==> config.mk <==
export PLATFORM = sky130hd
export DESIGN_NAME = mult_datapath
export DESIGN_NICKNAME = d
export VERILOG_FILES = /design/src/rtl/mult_datapath.sv
export SDC_FILE = /design/constraint.sdc
export NUM_CORES = 1
export LEC_CHECK = 0
export CAP_MARGIN = 20
export CORE_MARGIN = 2
export CORE_UTILIZATION = 49
export DETAILED_ROUTE_END_ITERATION = 12
export GPL_TIMING_DRIVEN = 0
export PLACE_DENSITY_LB_ADDON = 0.05
export SLEW_MARGIN = 5
export SYNTH_ARGS = -nofsm -noshare
export SYNTH_HDL_FRONTEND = slang
export SYNTH_SLANG_ARGS = --single-unit
==> constraint.sdc <==
create_clock -name clk_in -period 2.2 [get_ports clk_in]
set_input_delay 0.44 -clock clk_in [delete_from_list [all_inputs] [get_ports clk_in]]
set_output_delay 0.44 -clock clk_in [all_outputs]
set_load 0.02 [all_outputs]
==> src/rtl/mult_datapath.sv <==
// Shift-add multiplier datapath: loads operands on start/ready, applies controller
// add/sh/done strobes to {C,A,Q}, and holds the product on a valid/ack port.
module mult_datapath #(
  parameter int WIDTH = 4
) (
  input  logic                 clk_in,
  input  logic                 rst_in,
  input  logic                 start_in,
  input  logic [WIDTH-1:0]     x_in,
  input  logic [WIDTH-1:0]     y_in,
  output logic                 ready_out,
  input  logic                 add,
  input  logic                 sh,
  input  logic                 done,
  output logic                 m,
  output logic                 adx,
  output logic [2*WIDTH-1:0]   product_out,
  output logic                 valid_out,
  input  logic                 ack_in
);

  localparam logic [1:0] S_IDLE = 2'd0;
  localparam logic [1:0] S_RUN  = 2'd1;
  localparam logic [1:0] S_HOLD = 2'd2;

  logic [1:0]         state_q, state_d;
  logic [WIDTH-1:0]   b_q, b_d;
  logic               c_q, c_d;
  logic [WIDTH-1:0]   a_q, a_d;
  logic [WIDTH-1:0]   q_q, q_d;
  logic [2*WIDTH-1:0] p_q, p_d;
  logic               valid_q, valid_d;
  logic [WIDTH:0]     sum;

  assign ready_out   = (state_q == S_IDLE);
  assign adx         = (state_q == S_RUN);
  assign m           = q_q[0];
  assign product_out = p_q;
  assign valid_out   = valid_q;

  always_comb begin
    // NOTE: every signal assigned here gets a hold default first, so no path leaves it unassigned and no latch is inferred.
    state_d = state_q;
    b_d     = b_q;
    c_d     = c_q;
    a_d     = a_q;
    q_d     = q_q;
    p_d     = p_q;
    valid_d = valid_q;
    sum     = {1'b0, a_q} + {1'b0, b_q};

    case (state_q)
      S_IDLE: begin
        if (start_in) begin
          b_d     = x_in;
          q_d     = y_in;
          a_d     = '0;
          c_d     = 1'b0;
          state_d = S_RUN;
        end
      end
      S_RUN: begin
        // The carry out of A+B lands in C, and a shift moves it into A's MSB.
        case ({add, sh})
          2'b10:   {c_d, a_d}      = sum;
          2'b01:   {c_d, a_d, q_d} = {1'b0, c_q, a_q, q_q[WIDTH-1:1]};
          2'b11:   {c_d, a_d, q_d} = {1'b0, sum, q_q[WIDTH-1:1]};
          default: ;
        endcase
        if (done) begin
          p_d     = {a_d, q_d};
          valid_d = 1'b1;
          state_d = S_HOLD;
        end
      end
      S_HOLD: begin
        if (ack_in) begin
          valid_d = 1'b0;
          state_d = S_IDLE;
        end
      end
      default: state_d = S_IDLE;
    endcase
  end

  // NOTE: state registers use non-blocking assignments so all flops update together at the edge.
  always_ff @(posedge clk_in or posedge rst_in) begin
    if (rst_in) begin
      state_q <= S_IDLE;
      b_q     <= '0;
      c_q     <= 1'b0;
      a_q     <= '0;
      q_q     <= '0;
      p_q     <= '0;
      valid_q <= 1'b0;
    end else begin
      state_q <= state_d;
      b_q     <= b_d;
      c_q     <= c_d;
      a_q     <= a_d;
      q_q     <= q_d;
      p_q     <= p_d;
      valid_q <= valid_d;
    end
  end

endmodule

==> reports/results.ini, run 1 <==
[setup_path]
crit_fanout = 6
cp.required_ps = 1760

[detailed_routing]
detail-route-antenna-nets = 0
remaining_drc_errors = 0
wl_per_cell_um = 13.58
routed_via_density = 5.381
wl_met2_um = 1304

[floorplanning]
fp.dieW_um = 54.74
pin_count = 27
std_cell_rows = 18
die_h_um = 54.74

[grt]
grt_pass1_wl_um = 4278
grt_pass1_vias = 964

[flow_run]
tool_warnings = 26

[hold_path]
holdCritPathClass = flop to flop
min_path_cells = 2
min_from = b_q[2]

[finish]
antenna_cells = 0
largest_reg_flops = 8
drive_gt1_share_pct = 9.146

[synthesis]
simple_gate_share_pct = 18.65
synth_cell_types = 32
synth_top_area_share_pct = 47.62
synth_nets = 154

[sta]
slew_violations = 0
fin_crit_sh_pct = 90.01
finalSetupViolations = 0
slew-limit-headroom_pct = 39.45
setup_tns_ps = 0

[status]
outcome = complete, no violations

[clock_tree]
path_clk_slew_ps = 140
htreeDepth = 1

[placement]
place_inst = 190
post-place-ws_ps = 214.2

[power]
p_int_mw = 1.325

## run 1: critical path, stage by stage, from the launching register on
cell	delay, ps
dfrtp_1	450
nor2_1	150
clkdlybuf4s50_1	620
## run 1: power groups by stage
stage	clock network, mW	registers (mW)	logic (mW)
3_5_place_dp	0	0.769	1.14
4_1_cts	0.327	0.760	1.15
6_report	0.326	0.758	1.13
2_1_floorplan	0	0.834	0.673
3_3_place_gp	0	0.765	1.10
5_1_grt	0.350	0.787	1.26
## run 1: final cells by class
class | count | area, µm²
plain buffers | 6 | 37.54
fillers | 218 | 840.8
clock buffers | 3 | 22.52
clock inverters | 1 | 30.03
well taps | 30 | 37.54
flip-flops and latches | 24 | 600.6
multi-input cells | 94 | 585.6
inverters | 10 | 37.54
repair buffers | 26 | 262.8
==> run_1/layer_met3.png <==
Drawn at 4 px/µm. Cells faint in the background.
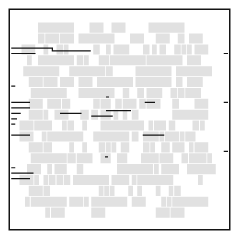
longest straight run: 10.1 µm
wire length on this layer: 80.2 µm
nets with wire on the layer: 21
main direction: horizontal
routed vias: 1044
Post-Route WL: 2635 µm

==> run_1/clk_routes.png <==
Drawn at 6 px/µm.
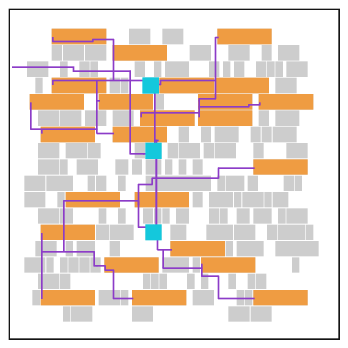
[orange] flip-flops | count: 24
[purple] clock wires | length: 292 µm
[cyan] clock drivers | count: 3
flops lie: all over the die
routed clock nets: 4
Worst Skew: 3.383 ps
clk_lat worst skew: 320 ps
clock share of power: 14.7%

==> run_1/flops_by_reg.png <==
Drawn at 4 px/µm. Other sequential cells in the stronger grey, the rest of the logic in the fainter grey.
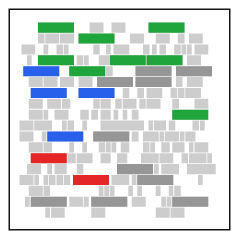
| colour | netlist name | sequential cells |
|---|---|---|
| green | product_out | 8 |
| red | state_q | 2 |
| blue | q_q | 4 |
not coloured: 10
Seq area share: 37.21%
Seq group: 0.758 mW
FF+latch area: 600.6 µm²
fin util: 65.75%

==> run_1/wires.png <==
Drawn at 4 px/µm.
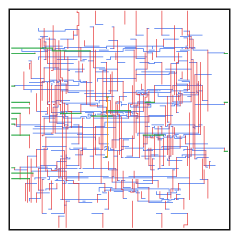

==> run 2, diff against run 1 <==
- CORE_MARGIN: 2 -> 3
==> run_2/wires.png <==
Drawn at 4 px/µm.
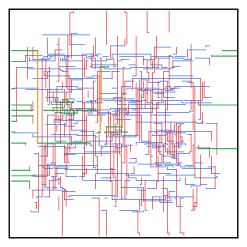
| colour | layer | wire length |
|---|---|---|
| orange | metal 4 | 47.6 µm |
| blue | metal 1 | 1120 µm |
| green | metal 3 | 125 µm |
| red | metal 2 | 1240 µm |
gr usage total: 17.75%
routed vias: 1055
Post-Route WL: 2538 µm
wire per inst: 13.22 µm

==> run_2/flops_by_reg.png <==
Drawn at 4 px/µm. Other sequential cells in the stronger grey, the rest of the logic in the fainter grey.
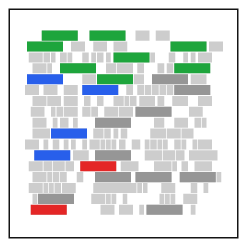
| colour | netlist name | sequential cells |
|---|---|---|
| blue | q_q | 4 |
| red | state_q | 2 |
| green | product_out | 8 |
fin util: 69.51%
Seq group: 0.756 mW
Seq area share: 37.27%

==> run 2 against run 1 <==
Against the previous run: clock power decreased by 2%; flip-flop count unchanged; via count increased by 1.1%; area after synthesis unchanged; total power decreased by 0.92%; register-to-register slack about the same; cell count decreased by 1.0%; combinational power about the same; critical endpoint unchanged; largest power group unchanged.
==> reports/results.ini, run 2 <==
[detailed_routing]
wl_met2_um = 1241
remaining_drc_errors = 0
detail-route-antenna-nets = 0

[setup_path]
crit_chain = nor2_1, clkdlybuf4s50_1
path_depth = 2
crit_buf_inv = 1
max_stage_delay_ps = 620
critPathTopFamily = buffers and inverters
cp.required_ps = 1760

[hold_path]
holdCritPathClass = flop to flop
min_from = product_out[3]
min_path_cells = 2

[power]
clk-power_mw = 0.318
comb_power_mw = 1.12

[floorplanning]
die_h_um = 56.74
fp.dieW_um = 56.74
std_cell_rows = 17
pin_count = 27

[synthesis]
synth_nets = 154
synth_top_area_share_pct = 47.62

[grt]
grt_pass1_vias = 1066

[finish]
comb_share_pct = 36.34
antenna_cells = 0
flops = 24
buffer_area_share_pct = 18.63
clock_area_share_pct = 3.261
inverters = 10
clkbuf_count = 3
fillers = 211
regArea_um2 = 600.6
comb_cells = 94
largest_reg_flops = 8

[sta]
slew-limit-headroom_pct = 40.16
clock_skew_ps = 12.23

[status]
outcome = complete, no violations

==> run_2/layer_met3.png <==
Drawn at 4 px/µm. Cells faint in the background.
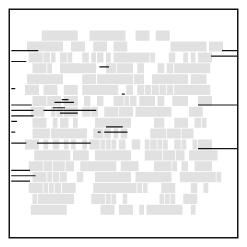
longest straight run: 13.1 µm
nets with wire on the layer: 24
met3 Use GR: 2.069%

-- run 2: cell counts in the layout (fill, tap and decap cells not counted) --
No cell type changed its count.
-- run 2: metrics by stage --
step           instances  hold WS (ps)  instance area (µm²)  setup slack (ps)
2_1_floorplan        134         450.5                 1261             467.5
3_3_place_gp         188         469.3                 1556             254.2
3_5_place_dp         188         473.8                 1556             233.9
4_1_cts              192         508.8                 1609             55.10
5_1_grt              192         539.2                 1612             81.13
6_report             192         500.6                 1612             245.2
-- run 2: how the worst max path moves through the flow --
stage | startpoint | endpoint
floorplan | a_q[0] | a_q[3]
global placement | add | a_q[3]
detailed placement | add | a_q[2]
CTS | state_q[1] | adx
global route | a_q[0] | product_out[7]
finish | state_q[0] | ready_out
==> run 3, diff against run 2 <==
- SLEW_MARGIN: 5 -> 0
==> run_3/flops_by_reg.png <==
Drawn at 4 px/µm. Other sequential cells in the stronger grey, the rest of the logic in the fainter grey.
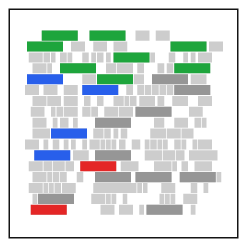
| colour | netlist name | sequential cells |
|---|---|---|
| blue | q_q | 4 |
| green | product_out | 8 |
| red | state_q | 2 |

==> run_3/congestion.png <==
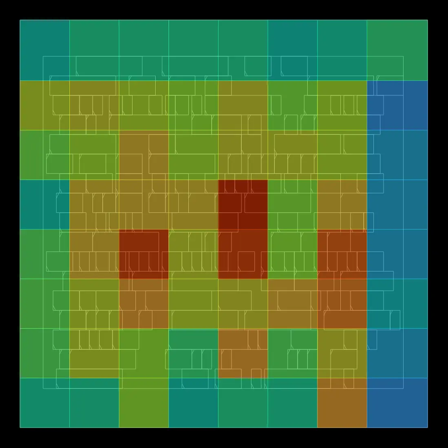
met2 usage in global routing: 31.02%
GRT busiest layer: met2
met1 usage: 22.29%

==> run_3/wires.png <==
Drawn at 4 px/µm.
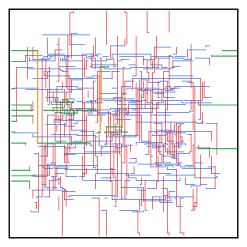
| colour | layer | wire length |
|---|---|---|
| red | metal 2 | 1240 µm |
| green | metal 3 | 125 µm |
| blue | metal 1 | 1120 µm |
| orange | metal 4 | 47.6 µm |

==> run 3 against run 2 <==
Against the previous run: wire length is the same; first-iteration DRC count stayed put; hold slack is the same; largest power group unchanged; highest routed layer unchanged.
==> reports/results.ini, run 3 <==
[status]
outcome = complete, no violations

[finish]
seq_share_pct = 37.27
comb_share_pct = 36.34
comb_cells = 94
regArea_um2 = 600.6
clock_area_share_pct = 3.261
postLayoutCellArea_um2 = 1612
antenna_cells = 0
largest_reg_flops = 8
fillers = 211
flops = 24
drive_gt1_share_pct = 9.146
biggestCellCategory = flip-flops and latches

[hold_path]
min_from = product_out[3]

[floorplanning]
die_h_um = 56.74
tap_cells = 28

[synthesis]
synth_cell_types = 32
simple_gate_share_pct = 18.65
synth_top_area_share_pct = 47.62

[detailed_routing]
via_count = 1055
detail-route-antenna-nets = 0
remaining_drc_errors = 0

[sta]
hold_slack_ps = 500.6
setup_tns_ps = 0
fin_crit_sh_pct = 88.85
slew-limit-headroom_pct = 40.16

[grt]
grt_usage_pct = 17.75
grt_pass1_vias = 1066

[power]
p_int_mw = 1.325
powerSeq_mw = 0.756
clk-power_mw = 0.318
power.share.clock_pct = 14.5
power-top-group = combinational cells

[clock_tree]
path_clk_slew_ps = 140

[flow_run]
tool_warnings = 26

[setup_path]
max_stage_delay_ps = 620
crit_chain = nor2_1, clkdlybuf4s50_1
slowest_stage = clkdlybuf4s50_1

[placement]
place_area_um2 = 1556

-- run 3: worst max-delay path: cells and delay by family (launching register included) --
kind,cells,cell delay [ps]
DFF,1,460
buffers and inverters,1,620
and+or+nand+nor,1,130
-- run 3: metrics by stage --
step	std cells	worst slack, ps	util, %
floorplan	134	467.5	-
global placement	188	254.2	67.13
detailed placement	188	233.9	67.13
CTS	192	55.10	69.40
global route	192	81.13	69.51
finish	192	245.2	69.51
-- run 3: per-layer routing --
metal | vias to the layer above | track usage [%]
met5 | - | 0
met4 | 0 | 6.623
met3 | 6 | 2.069
met2 | 33 | 31.02
met1 | 495 | 22.29
li1 | 521 | -
Power figures rest on the tool's default switching activity, not on a simulated workload.
